$ cat config.mk
export PLATFORM = sky130hd
export DESIGN_NAME = cache_controller
export DESIGN_NICKNAME = d
export VERILOG_FILES = /design/src/rtl/cache_pkg.sv /design/src/rtl/cache_lru_select.sv /design/src/rtl/cache_controller.sv
export SDC_FILE = /design/constraint.sdc
export NUM_CORES = 1
export LEC_CHECK = 0
export CAP_MARGIN = 40
export CORE_ASPECT_RATIO = 0.75
export CORE_UTILIZATION = 30
export DETAILED_ROUTE_END_ITERATION = 10
export PLACE_DENSITY = 0.66
export REMOVE_ABC_BUFFERS = 1
export SETUP_SLACK_MARGIN = 0.02
export SLEW_MARGIN = 40
export SYNTH_ARGS = -nofsm -noshare
export SYNTH_HDL_FRONTEND = slang
export SYNTH_SLANG_ARGS = --single-unit
$ cat constraint.sdc
create_clock -name clk -period 4.4 [get_ports clk]
set_clock_uncertainty 0.05 [all_clocks]
set_input_delay 0.44 -clock clk [delete_from_list [all_inputs] [get_ports clk]]
set_output_delay 0.44 -clock clk [all_outputs]
set_load 0.02 [all_outputs]
$ cat src/rtl/cache_pkg.sv
// Shared types and defaults for the cache request sequencer.
package cache_pkg;
  localparam int unsigned WAYS    = 4;
  localparam int unsigned AGE_W   = 2;
  localparam int unsigned TIMEOUT = 255;

  typedef enum logic [2:0] {
    S_IDLE,
    S_LOOKUP,
    S_CHECK,
    S_FETCH,
    S_FILL,
    S_MEM_WRITE,
    S_RESPOND
  } state_e;
endpackage

$ cat src/rtl/cache_lru_select.sv
// Combinational LRU helper: touch masks for a hit way and victim/fill masks for a miss.
module cache_lru_select #(
  parameter int unsigned WAYS  = cache_pkg::WAYS,
  parameter int unsigned AGE_W = cache_pkg::AGE_W
) (
  input  logic [WAYS*AGE_W-1:0] ages,
  input  logic [WAYS-1:0]       hit_set,
  output logic [WAYS-1:0]       touch_reset,
  output logic [WAYS-1:0]       touch_inc,
  output logic [WAYS-1:0]       victim,
  output logic [WAYS-1:0]       fill_inc
);
  logic [AGE_W-1:0] hit_age;
  logic [AGE_W-1:0] max_age;
  logic             hit_found;
  logic             vic_found;

  always_comb begin
    touch_reset = '0;
    touch_inc   = '0;
    victim      = '0;
    hit_age     = '0;
    max_age     = '0;
    hit_found   = 1'b0;
    vic_found   = 1'b0;
    // Lowest set bit of the hit vector is the hit way.
    for (int i = 0; i < int'(WAYS); i++) begin
      if (hit_set[i] && !hit_found) begin
        hit_found      = 1'b1;
        touch_reset[i] = 1'b1;
        hit_age        = ages[i*AGE_W +: AGE_W];
      end
    end
    for (int i = 0; i < int'(WAYS); i++) begin
      if (!touch_reset[i] && (ages[i*AGE_W +: AGE_W] < hit_age)) touch_inc[i] = 1'b1;
      if (ages[i*AGE_W +: AGE_W] > max_age) max_age = ages[i*AGE_W +: AGE_W];
    end
    // Victim is the lowest-index way holding the maximum age.
    for (int i = 0; i < int'(WAYS); i++) begin
      if (!vic_found && (ages[i*AGE_W +: AGE_W] == max_age)) begin
        vic_found = 1'b1;
        victim[i] = 1'b1;
      end
    end
    fill_inc = ~victim;
  end
endmodule

$ cat src/rtl/cache_controller.sv
// Single-request sequencer between a CPU, a 4-way cache and main memory;
// write-through/no-allocate, read misses fill the LRU victim.
module cache_controller #(
  parameter int unsigned ADDR_W  = 32,
  parameter int unsigned DATA_W  = 8,
  parameter int unsigned WAYS    = cache_pkg::WAYS,
  parameter int unsigned AGE_W   = cache_pkg::AGE_W,
  parameter int unsigned TIMEOUT = cache_pkg::TIMEOUT
) (
  input  logic                   clk,
  input  logic                   rst,
  input  logic                   cpu_req,
  input  logic                   cpu_we,
  input  logic [ADDR_W-1:0]      cpu_addr,
  input  logic [DATA_W-1:0]      cpu_wdata,
  output logic                   cpu_ready,
  output logic                   cpu_done,
  output logic [DATA_W-1:0]      cpu_rdata,
  output logic                   cpu_err,
  output logic [ADDR_W-1:0]      address_word,
  output logic                   try_read,
  output logic                   try_write,
  output logic [DATA_W-1:0]      write_data,
  output logic [WAYS-1:0]        reset_age,
  output logic [WAYS-1:0]        increment_age,
  input  logic [DATA_W-1:0]      data,
  input  logic [WAYS*AGE_W-1:0]  ages,
  input  logic                   hit_miss,
  input  logic [WAYS-1:0]        hit_miss_set,
  output logic                   mem_req,
  output logic                   mem_we,
  output logic [ADDR_W-1:0]      mem_addr,
  output logic [DATA_W-1:0]      mem_wdata,
  input  logic                   mem_ack,
  input  logic [DATA_W-1:0]      mem_rdata
);
  import cache_pkg::*;

  localparam int unsigned CNT_W = $clog2(TIMEOUT + 1);

  state_e            state_q;
  logic              we_q;
  logic              err_q;
  logic [ADDR_W-1:0] addr_q;
  logic [DATA_W-1:0] wdata_q;
  logic [DATA_W-1:0] fetch_q;
  logic [DATA_W-1:0] rdata_q;
  logic [CNT_W-1:0]  cnt_q;

  logic              hit_c;
  logic [WAYS-1:0]   touch_reset_c;
  logic [WAYS-1:0]   touch_inc_c;
  logic [WAYS-1:0]   victim_c;
  logic [WAYS-1:0]   fill_inc_c;

  assign hit_c = hit_miss && (|hit_miss_set);

  cache_lru_select #(.WAYS(WAYS), .AGE_W(AGE_W)) u_lru (
    .ages       (ages),
    .hit_set    (hit_miss_set),
    .touch_reset(touch_reset_c),
    .touch_inc  (touch_inc_c),
    .victim     (victim_c),
    .fill_inc   (fill_inc_c)
  );

  always_ff @(posedge clk) begin
    if (rst) begin
      state_q <= S_IDLE;
      we_q    <= 1'b0;
      err_q   <= 1'b0;
      addr_q  <= '0;
      wdata_q <= '0;
      fetch_q <= '0;
      rdata_q <= '0;
      cnt_q   <= '0;
    end else begin
      case (state_q)
        S_IDLE: begin
          if (cpu_req) begin
            we_q    <= cpu_we;
            addr_q  <= cpu_addr;
            wdata_q <= cpu_wdata;
            err_q   <= 1'b0;
            state_q <= S_LOOKUP;
          end
        end
        S_LOOKUP: state_q <= S_CHECK;
        S_CHECK: begin
          cnt_q <= '0;
          if (we_q) begin
            state_q <= S_MEM_WRITE;
          end else if (hit_c) begin
            rdata_q <= data;
            state_q <= S_RESPOND;
          end else begin
            state_q <= S_FETCH;
          end
        end
        // Memory waits share one counter; ack wins over an expiring timeout.
        S_FETCH, S_MEM_WRITE: begin
          if (mem_ack) begin
            if (state_q == S_FETCH) begin
              fetch_q <= mem_rdata;
              state_q <= S_FILL;
            end else begin
              state_q <= S_RESPOND;
            end
          end else if (cnt_q == CNT_W'(TIMEOUT - 1)) begin
            err_q   <= 1'b1;
            state_q <= S_RESPOND;
          end else begin
            cnt_q <= cnt_q + CNT_W'(1);
          end
        end
        S_FILL: begin
          rdata_q <= fetch_q;
          state_q <= S_RESPOND;
        end
        S_RESPOND: state_q <= S_IDLE;
        default:   state_q <= S_IDLE;
      endcase
    end
  end

  // Output decode from registered state; cache-side age masks use same-cycle cache results.
  always_comb begin
    try_write     = 1'b0;
    write_data    = '0;
    reset_age     = '0;
    increment_age = '0;
    if (state_q == S_CHECK && hit_c) begin
      reset_age     = touch_reset_c;
      increment_age = touch_inc_c;
      if (we_q) begin
        try_write  = 1'b1;
        write_data = wdata_q;
      end
    end else if (state_q == S_FILL) begin
      try_write     = 1'b1;
      write_data    = fetch_q;
      reset_age     = victim_c;
      increment_age = fill_inc_c;
    end
  end

  assign cpu_ready    = (state_q == S_IDLE);
  assign cpu_done     = (state_q == S_RESPOND);
  assign cpu_err      = (state_q == S_RESPOND) && err_q;
  assign cpu_rdata    = rdata_q;
  assign address_word = addr_q;
  assign try_read     = (state_q == S_LOOKUP);
  assign mem_req      = (state_q == S_FETCH) || (state_q == S_MEM_WRITE);
  assign mem_we       = (state_q == S_MEM_WRITE);
  assign mem_addr     = mem_req ? addr_q : '0;
  assign mem_wdata    = mem_we ? wdata_q : '0;
endmodule
Run 1, register map, names as in the netlist:
Drawn at 3 px/µm. Other sequential cells in the stronger grey, the rest of the logic in the fainter grey.
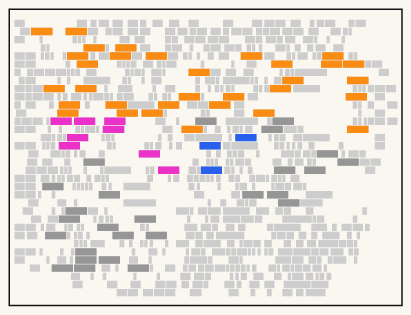
orange -> address_word  # flops 32, where a band across the top
magenta -> wdata_q  # flops 8, where left middle
blue -> state_q  # flops 3
not coloured = 26
Sequential cell area: 0.00138 mm²
proportion of cell area occupied by registers: 0.220
power in sequential cells: 0.757 mW
core occupancy in the finished layout: 0.531

Run 1, clock wiring as the flow saved it:
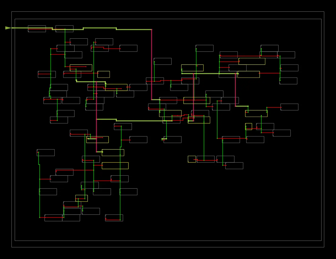
count of clock buffers in the final design: 11
count of clock tree sinks: 69
Skew-Pair Late Insertion Delay: 320 ps
flip-flops: 69

Run 1, port wiring:
Drawn at 3 px/µm.
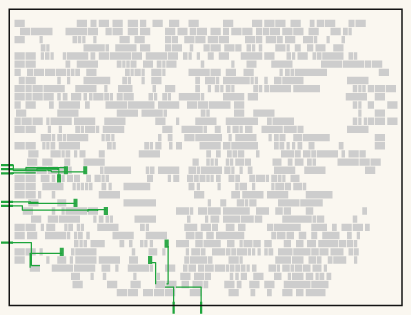
green -> write_data  # bits 8, direction output, edge 6 left, 2 bottom, end cells 8, wire 214 µm

==> run_summary.xml, run 1 <==
<?xml version="1.0" encoding="UTF-8"?>
<metrics>
  <group name="final_layout">
    <metric name="clock_tree_area_fraction" unit="">0.0572</metric>
    <metric name="buf_share" unit="">0.312</metric>
    <metric name="area_delta_synth_final" unit="%">69.2</metric>
    <metric name="post_route_cells_drive_above_1_share" unit="">0.125</metric>
    <metric name="sh_comb_area" unit="">0.370</metric>
    <metric name="n_antenna_cell" unit="">0</metric>
    <metric name="layout_cell_area_excl_fill" unit="mm²">0.00627</metric>
    <metric name="number_of_signal_net_inverters_in_the_final_layout" unit="">14</metric>
    <metric name="layout_top_cells" unit="">clkdlybuf4s50_1, nand2_1, dfxtp_1</metric>
    <metric name="num-nonclk-buffers" unit="">208</metric>
    <metric name="layout.cells.most_common" unit="">clkdlybuf4s50_1</metric>
  </group>
  <group name="min_path">
    <metric name="timing.hold.worst_endpoint" unit="">fetch_q[4]</metric>
    <metric name="timing.hold.worst_path_depth" unit="">2</metric>
    <metric name="worst_hold_startpoint" unit="">fetch_q[4]</metric>
    <metric name="hold_path.class" unit="">register to register</metric>
  </group>
  <group name="floorplan">
    <metric name="floorplan_utilization" unit="">0.314</metric>
    <metric name="floorplan.tapcells" unit="">162</metric>
    <metric name="boundaryPins" unit="">177</metric>
  </group>
  <group name="placed_design">
    <metric name="dp_hpwl" unit="µm">9470</metric>
    <metric name="dp.cells" unit="">841</metric>
  </group>
  <group name="detailed_routing">
    <metric name="route.detailed.vias_per_inst" unit="">4.77</metric>
    <metric name="drt_drc_violations_left" unit="">0</metric>
    <metric name="dr_total_vias" unit="">4118</metric>
    <metric name="top_layer_used" unit="">met4</metric>
    <metric name="drt-met1-wl" unit="µm">6010</metric>
    <metric name="met2WireLength" unit="µm">5850</metric>
    <metric name="drtIter0Drc" unit="">178</metric>
    <metric name="wl_met3" unit="µm">807</metric>
  </group>
  <group name="grt">
    <metric name="groute.layer.met1.usage" unit="">0.278</metric>
    <metric name="wire_length_of_the_first_global_routing_pass" unit="µm">20500</metric>
    <metric name="globalRouteMet3Util" unit="">0.0515</metric>
    <metric name="grt.total_usage" unit="">0.205</metric>
    <metric name="grtUsageMet2" unit="">0.322</metric>
    <metric name="grt_overflow_total" unit="">0</metric>
  </group>
  <group name="logic_synthesis">
    <metric name="yosys.area.top_type_share" unit="">0.372</metric>
    <metric name="yosys-stat-cells" unit="">507</metric>
    <metric name="postSynth.topFlopCell" unit="">dfxtp_1</metric>
    <metric name="synth.yosys.chip_area" unit="mm²">0.00371</metric>
    <metric name="mean_area_per_synthesized_cell" unit="µm²">7.31</metric>
    <metric name="synthMostInstantiatedCell" unit="">nand2_1</metric>
    <metric name="synthesis.instances" unit="">507</metric>
    <metric name="synthTopCellsByCount" unit="">nand2_1, dfxtp_1, a21oi_1</metric>
    <metric name="yosys_warnings" unit="">0</metric>
  </group>
  <group name="final_timing">
    <metric name="grt_setup_unrepaired" unit="">yes</metric>
    <metric name="final-max-slew-violation-count" unit="">0</metric>
    <metric name="share_of_the_cycle_needed_by_the_critical_path_after_routing" unit="">0.973</metric>
    <metric name="setup_slack" unit="ps">118</metric>
    <metric name="timing_worst_slew_pin_value" unit="ps">727</metric>
    <metric name="slew-limit-headroom" unit="">0.514</metric>
  </group>
  <group name="clocking">
    <metric name="cts-root-buf" unit="">clkbuf_16</metric>
    <metric name="clk_pin_slew_worst_paths" unit="ps">60</metric>
    <metric name="cts.path.max_buffers" unit="">2</metric>
  </group>
  <group name="worst_setup_path">
    <metric name="crit-reg2reg-launch" unit="">state_q[2]</metric>
    <metric name="critPathArrivalTime" unit="ps">3790</metric>
    <metric name="crit_path_start_kind" unit="">input pin</metric>
    <metric name="critical_path.endpoint" unit="">reset_age[3]</metric>
    <metric name="cp.depth" unit="">16</metric>
    <metric name="cp.buffers_inverters" unit="">2</metric>
    <metric name="worst_setup_path_startpoint" unit="">ages[0]</metric>
    <metric name="cpPeakStageDelay" unit="ps">350</metric>
    <metric name="crit_path_end_kind" unit="">output pin</metric>
    <metric name="rr_endpoint" unit="">cnt_q[5]</metric>
    <metric name="critical_path.cell_chain" unit="">clkdlybuf4s15_1, ha_4, nor4_4, nor3_4, ha_4, nand2b_1, and2_4, o41ai_4, ha_4, a2bb2oi_4, nand2_2, o21ai_4, mux2_4, a21boi_4, a22o_1, buf_6</metric>
    <metric name="worst-r2r-cell-count" unit="">8</metric>
    <metric name="worst_path_dominant_cell_family" unit="">AND-OR/OR-AND gates</metric>
    <metric name="critical_path_class" unit="">input pin to output pin</metric>
  </group>
  <group name="run">
    <metric name="total_tool_warning_count" unit="">31</metric>
  </group>
  <group name="pwr">
    <metric name="power_report.internal_total" unit="mW">1.63</metric>
    <metric name="top_power_group" unit="">the clock network</metric>
    <metric name="leakage" unit="nW">2.49</metric>
    <metric name="switching_power" unit="mW">0.750</metric>
    <metric name="power_combinational" unit="mW">0.769</metric>
    <metric name="sequentialPowerShare" unit="">0.318</metric>
  </group>
  <group name="status">
    <metric name="status" unit="">complete, no violations</metric>
  </group>
</metrics>
Run 1, cell area per tile:
Drawn at 2 px/µm. The die is cut into 13 by 10 equal tiles; dark purple is low, yellow is high, 0 to 100% covered.
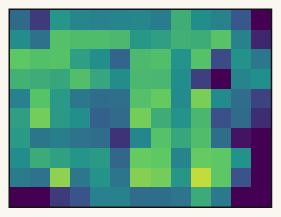

## Run 2: what changed since run 1
--- a/config.mk
+++ b/config.mk
@@ -9,6 +9,7 @@
 export CORE_ASPECT_RATIO = 0.75
 export CORE_UTILIZATION = 30
 export DETAILED_ROUTE_END_ITERATION = 10
+export MAX_ROUTING_LAYER = met4
 export PLACE_DENSITY = 0.66
 export REMOVE_ABC_BUFFERS = 1
 export SETUP_SLACK_MARGIN = 0.02
Run 2, cell area per tile:
Drawn at 2 px/µm. The die is cut into 13 by 10 equal tiles; dark purple is low, yellow is high, 0 to 100% covered.
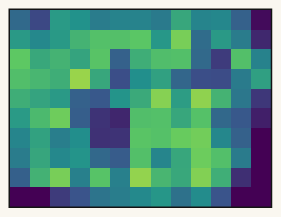
mean over tiles = 47%
nearly empty tiles = 5.4%
tiles over 75% full = 8.5%
area of the core: 0.0118 mm²
Floorplan Utilization: 0.314
core occupancy in the finished layout: 0.529

Run 2, clock wiring as the flow saved it:
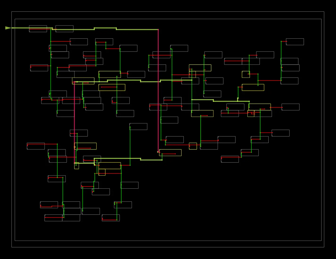
Clk power: 0.724 mW
total CTS buffers: 9
count of clock buffers in the final design: 9
Skew-Pair Late Insertion Delay: 330 ps

Run 2, port wiring:
Drawn at 3 px/µm.
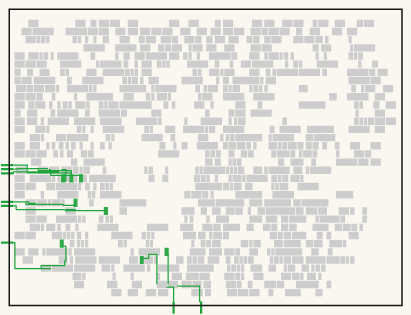
green -> write_data  # bits 8, direction output, edge 6 left, 2 bottom, end cells 8, wire 232 µm

==> run 2 against run 1 <==
Critical path depth rose by 3. Count of clock-buffer cells in the layout is 2 lower. Synthesized cell count unchanged. Combinational power rose by 2%. Clock power fell by 15%. Non-clock buffer count grew 1. Largest power group is now combinational cells. Power decreased by 5.0%. Area after synthesis unchanged. Hold slack got worse by 2.5 ps.
==> run_summary.xml, run 2 <==
<?xml version="1.0" encoding="UTF-8"?>
<metrics>
  <group name="final_layout">
    <metric name="layout_cell_area_excl_fill" unit="mm²">0.00626</metric>
    <metric name="buf_share" unit="">0.316</metric>
    <metric name="post_route_cells_drive_above_1_share" unit="">0.132</metric>
    <metric name="number_of_signal_net_inverters_in_the_final_layout" unit="">14</metric>
    <metric name="layout.cells.most_common" unit="">clkdlybuf4s50_1</metric>
    <metric name="layout_top_cells" unit="">clkdlybuf4s50_1, nand2_1, dfxtp_1</metric>
    <metric name="n_antenna_cell" unit="">0</metric>
    <metric name="area_delta_synth_final" unit="%">68.8</metric>
    <metric name="clock_tree_area_fraction" unit="">0.0480</metric>
  </group>
  <group name="logic_synthesis">
    <metric name="mean_area_per_synthesized_cell" unit="µm²">7.31</metric>
    <metric name="yosys-stat-cells" unit="">507</metric>
    <metric name="yosys.area.top_type_share" unit="">0.372</metric>
    <metric name="synth.yosys.chip_area" unit="mm²">0.00371</metric>
    <metric name="synthMostInstantiatedCell" unit="">nand2_1</metric>
    <metric name="yosys_warnings" unit="">0</metric>
    <metric name="postSynth.topFlopCell" unit="">dfxtp_1</metric>
  </group>
  <group name="final_timing">
    <metric name="setup_slack" unit="ps">151</metric>
    <metric name="timing_worst_slew_pin_value" unit="ps">708</metric>
    <metric name="slew-limit-headroom" unit="">0.527</metric>
    <metric name="final-max-slew-violation-count" unit="">0</metric>
  </group>
  <group name="pwr">
    <metric name="top_power_group" unit="">combinational cells</metric>
    <metric name="seq_power" unit="mW">0.756</metric>
  </group>
  <group name="detailed_routing">
    <metric name="met2WireLength" unit="µm">5980</metric>
    <metric name="drt_drc_violations_left" unit="">0</metric>
    <metric name="dr_total_vias" unit="">4168</metric>
    <metric name="route.detailed.vias_per_inst" unit="">4.82</metric>
  </group>
  <group name="clocking">
    <metric name="cts.sink_count" unit="">69</metric>
  </group>
  <group name="worst_setup_path">
    <metric name="critical_path_class" unit="">input pin to output pin</metric>
    <metric name="worst-r2r-cell-count" unit="">8</metric>
    <metric name="cp.buffers_inverters" unit="">4</metric>
    <metric name="crit_path_end_kind" unit="">output pin</metric>
    <metric name="crit-reg2reg-launch" unit="">state_q[2]</metric>
  </group>
  <group name="grt">
    <metric name="wire_length_of_the_first_global_routing_pass" unit="µm">20300</metric>
    <metric name="globalRouteMet3Util" unit="">0.0592</metric>
  </group>
  <group name="status">
    <metric name="status" unit="">complete, no violations</metric>
  </group>
  <group name="run">
    <metric name="total_tool_warning_count" unit="">30</metric>
  </group>
  <group name="floorplan">
    <metric name="floorplan.tapcells" unit="">162</metric>
    <metric name="boundaryPins" unit="">177</metric>
  </group>
  <group name="min_path">
    <metric name="timing.hold.worst_endpoint" unit="">fetch_q[4]</metric>
  </group>
</metrics>
Power figures rest on the tool's default switching activity, not on a simulated workload.
